### config.mk
export PLATFORM = sky130hd
export DESIGN_NAME = hazard_ctrl
export DESIGN_NICKNAME = d
export VERILOG_FILES = /design/src/rtl/hazard_ctrl.sv
export SDC_FILE = /design/constraint.sdc
export NUM_CORES = 1
export LEC_CHECK = 0
export CAP_MARGIN = 25
export CORE_MARGIN = 2
export CORE_UTILIZATION = 50
export CTS_CLUSTER_DIAMETER = 120
export DETAILED_ROUTE_END_ITERATION = 12
export MAX_ROUTING_LAYER = met4
export PLACE_DENSITY = 0.79
export SYNTH_ARGS = -nofsm -noshare
export SYNTH_HDL_FRONTEND = slang
export SYNTH_SLANG_ARGS = --single-unit
### constraint.sdc
create_clock -name clk -period 5.4 [get_ports clk]
set_input_delay 0.54 -clock clk [delete_from_list [all_inputs] [get_ports clk]]
set_output_delay 0.54 -clock clk [all_outputs]
set_load 0.02 [all_outputs]
### src/rtl/hazard_ctrl.sv
// hazard_ctrl: hazard controller for the 5-stage RV32 pipeline.
// Tracks the destinations in flight in EX/MEM/WB, stalls or bubbles the
// instruction in ID on RAW hazards, squashes it on a taken branch and
// registers the EX forwarding selects.
// Optional feature macro: HAZARD_FWD_EN (defined = forwarding present,
// only load-use stalls; undefined = no bypass, any RAW match stalls).
module hazard_ctrl #(
  parameter int REG_W = 5,
  parameter int CNT_W = 32
) (
  input  logic             clk,
  input  logic             rst,
  input  logic             id_valid,
  input  logic [REG_W-1:0] id_rs1,
  input  logic [REG_W-1:0] id_rs2,
  input  logic             id_use_rs1,
  input  logic             id_use_rs2,
  input  logic [REG_W-1:0] id_rd,
  input  logic             id_reg_write,
  input  logic             id_mem_rd,
  input  logic             branch_taken,
  input  logic             hold,
  output logic             stall_if_id,
  output logic             bubble_ex,
  output logic             flush_if_id,
  output logic [1:0]       fwd_a,
  output logic [1:0]       fwd_b,
  output logic [CNT_W-1:0] stall_cycles
);

  // Scoreboard entries: {valid, rd, reg_write}; only EX needs mem_rd,
  // because a load can only cause a hazard while it sits in EX.
  logic             ex_valid_q, ex_valid_d, ex_rw_q, ex_rw_d;
  logic [REG_W-1:0] ex_rd_q, ex_rd_d;
  logic             mem_valid_q, mem_valid_d, mem_rw_q, mem_rw_d;
  logic [REG_W-1:0] mem_rd_q, mem_rd_d;
  logic             wb_valid_q, wb_valid_d, wb_rw_q, wb_rw_d;
  logic [REG_W-1:0] wb_rd_q, wb_rd_d;
  logic [CNT_W-1:0] stall_cycles_q, stall_cycles_d;

  logic ex_live_s, mem_live_s, wb_live_s;
  logic rs1_ex_s, rs1_mem_s, rs1_wb_s, rs2_ex_s, rs2_mem_s, rs2_wb_s;
  logic hazard_s, stall_s, bubble_s, flush_s;

`ifdef HAZARD_FWD_EN
  logic       ex_mrd_q, ex_mrd_d;
  logic [1:0] fwd_a_q, fwd_a_d, fwd_b_q, fwd_b_d;
  // With forwarding the WB entry never stalls: the bypass covers it.
  logic       unused_wb_s;
  assign unused_wb_s = rs1_wb_s ^ rs2_wb_s;
`else
  // Without forwarding the load flag is irrelevant: every RAW match stalls.
  logic       unused_mem_rd_s;
  assign unused_mem_rd_s = id_mem_rd;
`endif

  // Source matching against live entries, hazard decision and pipe controls.
  always_comb begin
    ex_live_s  = ex_valid_q  && ex_rw_q  && (ex_rd_q  != {REG_W{1'b0}});
    mem_live_s = mem_valid_q && mem_rw_q && (mem_rd_q != {REG_W{1'b0}});
    wb_live_s  = wb_valid_q  && wb_rw_q  && (wb_rd_q  != {REG_W{1'b0}});
    rs1_ex_s   = id_valid && id_use_rs1 && ex_live_s  && (id_rs1 == ex_rd_q);
    rs1_mem_s  = id_valid && id_use_rs1 && mem_live_s && (id_rs1 == mem_rd_q);
    rs1_wb_s   = id_valid && id_use_rs1 && wb_live_s  && (id_rs1 == wb_rd_q);
    rs2_ex_s   = id_valid && id_use_rs2 && ex_live_s  && (id_rs2 == ex_rd_q);
    rs2_mem_s  = id_valid && id_use_rs2 && mem_live_s && (id_rs2 == mem_rd_q);
    rs2_wb_s   = id_valid && id_use_rs2 && wb_live_s  && (id_rs2 == wb_rd_q);
`ifdef HAZARD_FWD_EN
    hazard_s   = ex_mrd_q && (rs1_ex_s || rs2_ex_s);
`else
    hazard_s   = rs1_ex_s || rs1_mem_s || rs1_wb_s ||
                 rs2_ex_s || rs2_mem_s || rs2_wb_s;
`endif
    // A taken branch squashes the wrong-path ID instruction instead of stalling it.
    stall_s    = hold || (hazard_s && !branch_taken);
    bubble_s   = (hazard_s || branch_taken) && !hold;
    flush_s    = branch_taken && !hold;
  end

  // Scoreboard advance and forwarding-select computation for the next edge.
  always_comb begin
    ex_valid_d  = ex_valid_q;
    ex_rd_d     = ex_rd_q;
    ex_rw_d     = ex_rw_q;
    mem_valid_d = mem_valid_q;
    mem_rd_d    = mem_rd_q;
    mem_rw_d    = mem_rw_q;
    wb_valid_d  = wb_valid_q;
    wb_rd_d     = wb_rd_q;
    wb_rw_d     = wb_rw_q;
`ifdef HAZARD_FWD_EN
    ex_mrd_d    = ex_mrd_q;
    fwd_a_d     = fwd_a_q;
    fwd_b_d     = fwd_b_q;
`endif
    if (!hold) begin
      wb_valid_d  = mem_valid_q;
      wb_rd_d     = mem_rd_q;
      wb_rw_d     = mem_rw_q;
      mem_valid_d = ex_valid_q;
      mem_rd_d    = ex_rd_q;
      mem_rw_d    = ex_rw_q;
      if (id_valid && !bubble_s) begin
        ex_valid_d = 1'b1;
        ex_rd_d    = id_rd;
        ex_rw_d    = id_reg_write;
`ifdef HAZARD_FWD_EN
        ex_mrd_d   = id_mem_rd;
`endif
      end else begin
        ex_valid_d = 1'b0;
        ex_rd_d    = {REG_W{1'b0}};
        ex_rw_d    = 1'b0;
`ifdef HAZARD_FWD_EN
        ex_mrd_d   = 1'b0;
`endif
      end
`ifdef HAZARD_FWD_EN
      // EX producer moves to MEM (01); MEM producer moves to WB (10); EX wins.
      if (bubble_s) begin
        fwd_a_d = 2'b00;
        fwd_b_d = 2'b00;
      end else begin
        fwd_a_d = rs1_ex_s ? 2'b01 : (rs1_mem_s ? 2'b10 : 2'b00);
        fwd_b_d = rs2_ex_s ? 2'b01 : (rs2_mem_s ? 2'b10 : 2'b00);
      end
`endif
    end else begin
      wb_valid_d = wb_valid_q;
      ex_valid_d = ex_valid_q;
    end
  end

  // Saturating count of stalled cycles.
  always_comb begin
    if (stall_s && (stall_cycles_q != {CNT_W{1'b1}})) begin
      stall_cycles_d = stall_cycles_q + {{(CNT_W-1){1'b0}}, 1'b1};
    end else begin
      stall_cycles_d = stall_cycles_q;
    end
  end

  // State registers with asynchronous active-low reset.
  always_ff @(posedge clk or negedge rst) begin
    if (!rst) begin
      ex_valid_q     <= 1'b0;
      ex_rd_q        <= {REG_W{1'b0}};
      ex_rw_q        <= 1'b0;
      mem_valid_q    <= 1'b0;
      mem_rd_q       <= {REG_W{1'b0}};
      mem_rw_q       <= 1'b0;
      wb_valid_q     <= 1'b0;
      wb_rd_q        <= {REG_W{1'b0}};
      wb_rw_q        <= 1'b0;
      stall_cycles_q <= {CNT_W{1'b0}};
`ifdef HAZARD_FWD_EN
      ex_mrd_q       <= 1'b0;
      fwd_a_q        <= 2'b00;
      fwd_b_q        <= 2'b00;
`endif
    end else begin
      ex_valid_q     <= ex_valid_d;
      ex_rd_q        <= ex_rd_d;
      ex_rw_q        <= ex_rw_d;
      mem_valid_q    <= mem_valid_d;
      mem_rd_q       <= mem_rd_d;
      mem_rw_q       <= mem_rw_d;
      wb_valid_q     <= wb_valid_d;
      wb_rd_q        <= wb_rd_d;
      wb_rw_q        <= wb_rw_d;
      stall_cycles_q <= stall_cycles_d;
`ifdef HAZARD_FWD_EN
      ex_mrd_q       <= ex_mrd_d;
      fwd_a_q        <= fwd_a_d;
      fwd_b_q        <= fwd_b_d;
`endif
    end
  end

  assign stall_if_id  = stall_s;
  assign bubble_ex    = bubble_s;
  assign flush_if_id  = flush_s;
  assign stall_cycles = stall_cycles_q;
`ifdef HAZARD_FWD_EN
  assign fwd_a = fwd_a_q;
  assign fwd_b = fwd_b_q;
`else
  assign fwd_a = 2'b00;
  assign fwd_b = 2'b00;
`endif

endmodule
==> run summary, run 1 <==
clock-pin slew of the registers on the worst-case setup and hold paths = 90 ps
area fraction in mux cells = 5.963%
Largest logic family = XOR/XNOR gates
drt pass-1 iters = 4
Syn Area/Cell = 11.20 um2
Slew HR = 31.29%
area growth from synthesis to layout = 24.56%
Rows = 27
Synth top area share = 46.82%
# clock sinks = 53
max-cap viol count = 0
GP Congestion = 0.7731
largest net degree at the start of global routing = 54
Post-synth EDFFs = 0
Area after DPL = 3446 um2
Post-route DRC = 0
final hold vios = 0
Post-CTS Hold Fix Bufs = 0
Die ar. = 6284 um2
Num CTS Buffers = 5
die width = 79.27 um
Startpoint Class = input pin
fill count = 449
Async SR Flop Fraction = 100.0%
maximum fanout along the worst path = 4
Cell area leaders = dfrtp_1 (47%), xnor2_1 (12%), xor2_1 (6.8%)
critical path's most frequent cell = clkdlybuf4s50_1
Crit path max-delay family = buffers and inverters
post-synthesis sequential area ratio = 46.82%
Iter 0 DRT Violations = 165
via/cell ratio = 5.427
fin nets = 336
Placeable Area = 5473 um2
Final min period = 3496 ps
Seq cells post-synth = 53
CTS tree = yes
outcome = finished clean
Synth Area in XOR/XNOR = 18.55%
CP Cell Sequence = clkdlybuf4s50_1 > xnor2_1 > nand4_1 > o32ai_1 > o2111ai_1 > a21oi_2 > or2_2 > clkdlybuf4s50_1
clock root cell = clkbuf_8
slowest stage delay, CP = 590 ps
I/O pin count = 63
Synth Cell Area = 2833 um2
RSZ-0062 raised after global routing = false
Power per Cell Area = 263.0 nW/um2
Starting Density = 51.76%
total track usage = 21.41%
Post-Place Setup Slack = 1910 ps
total negative slack = 0 ps
cells in synth_stat.txt = 253
top cells by count = dfrtp_1 (53), xnor2_1 (38), xor2_1 (22)
slowest CP cell = clkdlybuf4s50_1
yosys warns = 0
WP buf/inv = 2
Slew Limit Fails = 0
adder share = 0.4417%
IO buf count = 57
Hold WC Path Type = input pin to asynchronous set/reset pin
share of cells above drive strength 1 = 12.50%
largest area contributor in the netlist = dfrtp_1
Routed Antenna Nets = 0
Comb pwr share = 24.0%
final worst slack = 1904 ps
CP Capture Type = output port
Final Cell Area = 3528 um2
final global-route overflow total = 0
Compound Share, Synth = 6.581%
cell-internal power = 0.6385 mW
fmax = 286.0 MHz
Max clock buf depth = 2
part of the power in the clock network = 23.8%
Post-CTS Setup Bufs = 0
antenna diode count = 0
initial antenna violation count = 0
sequential share of power = 52.3%
vias in the first global route = 2173
synth unique cells = 45
Setup CP Type = input pin to output port
first-pass GRT wire length = 10290 um
-- run 1: sequential cells by signal (all words and copies together), names as in the netlist --
name	cells
mem_valid_q	1
mem_rd_q	5
wb_rd_q	5
ex_valid_q	1
mem_rw_q	1
ex_rw_q	1
stall_cycles	32
ex_rd_q	5
wb_valid_q	1
wb_rw_q	1
-- run 1: stage by stage --
stage / utilization [%] / std cells
after global routing: 64.47 / 384
after floorplan: - / 256
final: 64.47 / 384
after CTS: 64.47 / 384
after global placement: 62.96 / 376
after detailed placement: 62.96 / 376
-- run 1: metal layers --
layer	vias up	part of all wire (%)	track usage [%]
met5	-	0	-
met4	0	0.73	9.310
met3	6	4.3	3.750
met2	56	49	33.39
met1	1029	46	27.71
li1	993	-	-
-- run 1: kinds of logic after synthesis --
logic type      after synthesis
simple gates                 87
other cells                   1
compound gates               20
fa+ha+maj                     1
buf+inv                      16
xor+xnor                     60
mux                          15
flops                        53
-- run 1: power by group through the flow --
stage | Sequential, mW | Clock [mW] | Combinational (mW)
6_report | 0.485 | 0.221 | 0.222
5_1_grt | 0.494 | 0.238 | 0.245
4_1_cts | 0.485 | 0.225 | 0.225
3_3_place_gp | 0.491 | 0 | 0.219
3_5_place_dp | 0.493 | 0 | 0.223
2_1_floorplan | 0.512 | 0 | 0.0999
-- run 1: cells in the final DEF (no fill, tap or decap), types with 2 or more instances in the layout --
cell type	count
clkdlybuf4s50_1	56
nor4_1	2
nor2_1	12
a22o_1	6
clkinv_2	2
or2_2	3
xor2_1	22
or3_1	2
inv_1	5
nand2_1	15
clkbuf_8	5
conb_1	4
nand3_1	16
o311a_1	2
xnor2_1	38
nor2b_1	3
nor4_2	4
mux2_2	14
nor3_1	9
buf_4	2
nand4_1	11
o32ai_1	3
dfrtp_1	53
-- run 1: worst register-to-register path, cell delays in order, from the launching register on --
cell	delay, ps
dfrtp_1	480
nand4_2	230
nor4_4	390
and4_4	300
nand3_2	110
o32ai_4	840
nor4_1	190
xor2_1	190
-- run 1: area by class of cell --
| type | instances | area share [%] |
|---|---|---|
| Multi-Input combinational cell | 187 | 40.53 |
| Sequential cell | 53 | 37.59 |
| Timing Repair Buffer | 59 | 16.45 |
| Tap cell | 72 | 2.553 |
| Clock buffer | 6 | 2.057 |
| Inverter | 5 | 0.5319 |
| Clock inverter | 2 | 0.2837 |
-- run 1: path summary, 6_finish.rpt --
kind / depth (start not counted) / to / from / slack (ps)
max: 8 / stall_if_id / id_rs1[3] / 1900
min: 2 / stall_cycles[0]$_DFFE_PN0P_ / rst / 330
max reg2reg: 7 / stall_cycles[31]$_DFFE_PN0P_ / stall_cycles[16]$_DFFE_PN0P_ / 2540
min reg2reg: 1 / stall_cycles[21]$_DFFE_PN0P_ / stall_cycles[21]$_DFFE_PN0P_ / 500
max in group asynchronous: 2 / stall_cycles[13]$_DFFE_PN0P_ / rst / 4630
min in group clk: 1 / stall_cycles[21]$_DFFE_PN0P_ / stall_cycles[21]$_DFFE_PN0P_ / 500
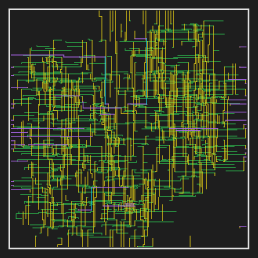
*Routed metal, one colour a layer, run 1*
(3 px per um)
layer	colour	wire length
M1	green	2760 um
M3	purple	263 um
M2	yellow	2990 um
M4	cyan	44.9 um
via count: 2084
DRT Wirelength: 6056 um

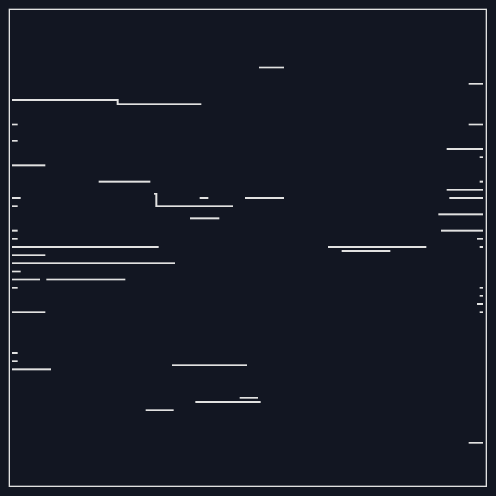
*Signal wires on met3, run 1*
(6 px per um)
nets with wire on the layer	42
wire length on this layer	263 um
main direction	horizontal
share of all routed wire	4.3%
M3 GR Usage: 3.750%

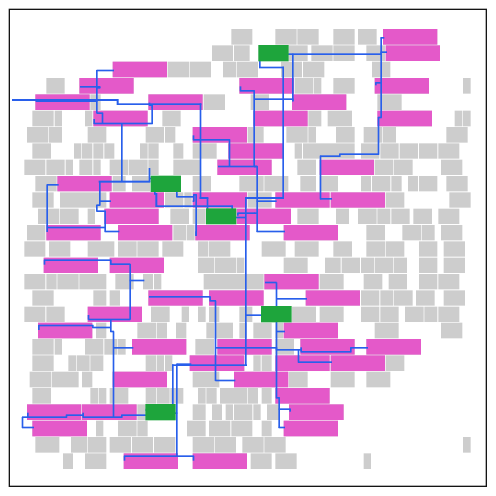
*Clock wires, drivers and flops, run 1*
(6 px per um)
[flip-flops] magenta | count: 53
[clock wires] blue | length: 635 um
[clock-net drivers] green | count: 5
routed clock nets	6
clk_lat worst skew: 310 ps
Clock Skew: 8.262 ps

==> inputs of run 2 (changes only) <==
--- a/config.mk
+++ b/config.mk
@@ -7,11 +7,11 @@
 export LEC_CHECK = 0
 export CAP_MARGIN = 25
 export CORE_MARGIN = 2
-export CORE_UTILIZATION = 50
+export CORE_UTILIZATION = 46
 export CTS_CLUSTER_DIAMETER = 120
 export DETAILED_ROUTE_END_ITERATION = 12
 export MAX_ROUTING_LAYER = met4
-export PLACE_DENSITY = 0.79
+export PLACE_DENSITY = 0.77
 export SYNTH_ARGS = -nofsm -noshare
 export SYNTH_HDL_FRONTEND = slang
 export SYNTH_SLANG_ARGS = --single-unit
==> constraint.sdc (replaced) <==
create_clock -name clk -period 2.9 [get_ports clk]
set_input_delay 0.29 -clock clk [delete_from_list [all_inputs] [get_ports clk]]
set_output_delay 0.29 -clock clk [all_outputs]
set_load 0.02 [all_outputs]
==> run 2 against run 1 <==
Synthesized cell count is the same. Combinational power grew 89%. Largest cell class unchanged. Worst setup slack lost 1700 ps. Sequential share of layout area shrank 0.72 points. Clock skew is essentially flat. Final cell count grew 2.9%. Global-route usage shrank 1.3 points. Critical path type is now flop to output port. Utilization shrank 3.7 points. Clock power grew 78%. Non-clock buffer count grew 8.
==> run summary, run 2 <==
top cells by count = dfrtp_1 (53), xnor2_1 (38), xor2_1 (22)
via count = 2125
CP Capture Type = output port
cells in synth_stat.txt = 253
total negative slack = 0 ps
vias in the first global route = 2205
Placeable Area = 5921 um2
largest area contributor in the netlist = dfrtp_1
largest net degree at the start of global routing = 42
final global-route overflow total = 0
max-cap viol count = 0
Rows = 28
Power per Cell Area = 476.8 nW/um2
clock-pin slew of the registers on the worst-case setup and hold paths = 90 ps
most instantiated logic cells after routing = clkdlybuf4s50_1 (54), dfrtp_1 (53), xnor2_1 (38), xor2_1 (22), nand3_1 (16)
Clock Skew = 8.717 ps
final worst slack = 186.7 ps
share of cells above drive strength 1 = 15.00%
Slew HR = 41.08%
GP Congestion = 0.8410
Async SR Flop Fraction = 100.0%
Post-Place Setup Slack = 42.11 ps
outcome = finished clean
Seq cells post-synth = 53
maximum fanout along the worst path = 5
CP Cell Sequence = or3_1 > o311a_1 > a22oi_1 > a21oi_2 > or2_2 > dlygate4sd2_1
post-synthesis sequential area ratio = 46.82%
Cell area leaders = dfrtp_1 (47%), xnor2_1 (12%), xor2_1 (6.8%)
Largest register FFs = 32
Post-synth EDFFs = 0
Routed Antenna Nets = 0
Die ar. = 6802 um2
Starting Density = 47.84%
slowest CP cell = dfrtp_1
antenna diode count = 0
yosys warns = 0
Iter 0 DRT Violations = 100
RSZ-0062 raised after global routing = false
drt pass-1 iters = 4
fin nets = 344
Syn Area/Cell = 11.20 um2
Max clock buf depth = 2
clock root cell = clkbuf_8
Synth top area share = 46.82%
-- run 2: power breakdown --
group	internal [mW]	switching [mW]
combinational	0.215	0.205
sequential	0.809	0.0931
clock	0.167	0.226
total	1.19	0.524
-- run 2: what timing repair did --
item | in CTS | in global routing
resized | 1 | 1
hold endpoints to repair | 0 | 0
hold buffers | 0 | 0
endpoints found under the setup margin | 1 | 1
-- run 2: kinds of logic after synthesis --
group	Yosys count	share of synthesized area, %
fa+ha+maj	1	0.4416
mux	15	5.963
flops	53	46.82
xor+xnor	60	18.55
other cells	1	0.1324
compound gates	20	6.582
buf+inv	16	3.092
simple gates	87	18.42
-- run 2: final timing paths --
path                                              start                      endpoint  slack (ps)  cells after the start
setup reg to reg                mem_rd_q[0]$_DFFE_PN0N_   stall_cycles[1]$_DFFE_PN0P_         270                      8
min in group clk           stall_cycles[29]$_DFFE_PN0P_  stall_cycles[29]$_DFFE_PN0P_         500                      1
hold / removal                                      rst       mem_rd_q[2]$_DFFE_PN0N_         110                      1
setup / recovery                mem_rd_q[0]$_DFFE_PN0N_                   stall_if_id         190                      6
max in group asynchronous                           rst  stall_cycles[18]$_DFFE_PN0P_        2140                      2
hold reg to reg            stall_cycles[29]$_DFFE_PN0P_  stall_cycles[29]$_DFFE_PN0P_         500                      1
-- run 2: area by class of cell --
cell class | instances | area (um2) | area share, %
Timing Repair Buffer | 67 | 641.9 | 17.84
Multi-Input combinational cell | 187 | 1430 | 39.76
Clock buffer | 5 | 68.82 | 1.913
Tap cell | 75 | 93.84 | 2.609
Sequential cell | 53 | 1326 | 36.87
Inverter | 5 | 18.77 | 0.5217
Clock inverter | 3 | 17.52 | 0.4870
-- run 2: stage by stage --
stage	instances	hold slack, ps	cell area, um2	util, %	power (mW)
after floorplan	256	-5.591	2844	-	1.139
after global placement	387	448.5	3510	59.28	1.328
after detailed placement	387	463.1	3510	59.28	1.339
after CTS	395	143.8	3595	60.71	1.737
after global routing	395	191.4	3597	60.76	1.822
final	395	111.5	3597	60.76	1.715
-- run 2: per-layer routing --
| metal | GRT usage (%) | vias to the layer above | wire length, um |
|---|---|---|---|
| met4 | 4.667 | 0 | 31 |
| met5 | - | - | 0 |
| met2 | 34.27 | 60 | 3093 |
| met3 | 3.913 | 4 | 335 |
| met1 | 24.68 | 1049 | 2740 |
| li1 | - | 1012 | - |
-- run 2: worst reg2reg max path: cells and delay by family (launching register included) --
kind | cells | cell delay (ps)
multiplexers | 1 | 320
AND/OR/NAND/NOR | 1 | 380
flip-flops | 1 | 450
AND-OR/OR-AND | 4 | 980
buffers and inverters | 2 | 390
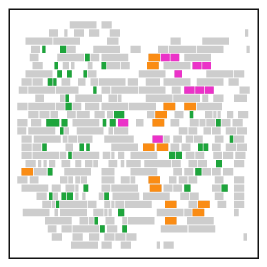
*Gate-type map, run 2*
(3 px per um)
family	colour	cells	most used
non-inverting ao/oa cells	magenta	10	a22o_1
mux cells	orange	15	mux2_2
nand cells	green	45	nand3_1
Layout Cells excl Fill: 395
Commonest Layout Cell: clkdlybuf4s50_1
logic share of the area: 39.76%

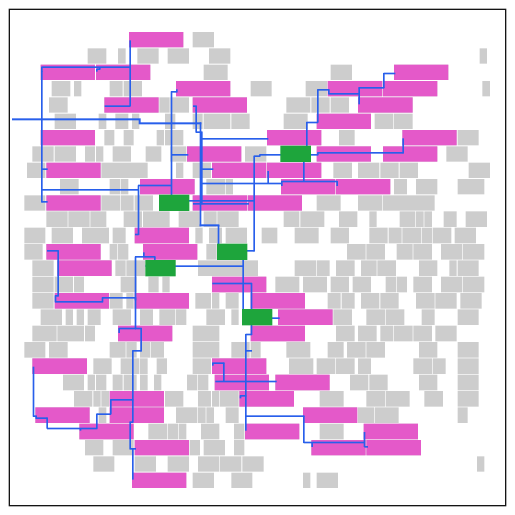
*Clock wires, drivers and flops, run 2*
(6 px per um)
[clock wires] blue | length: 542 um
[clock-net drivers] green | count: 5
[flip-flops] magenta | count: 53
routed clock nets	6
clk_lat worst skew: 290 ps
P_clk: 0.393 mW
part of the power in the clock network: 22.9%

No activity file was given, so power comes from the tool's default toggle rates.
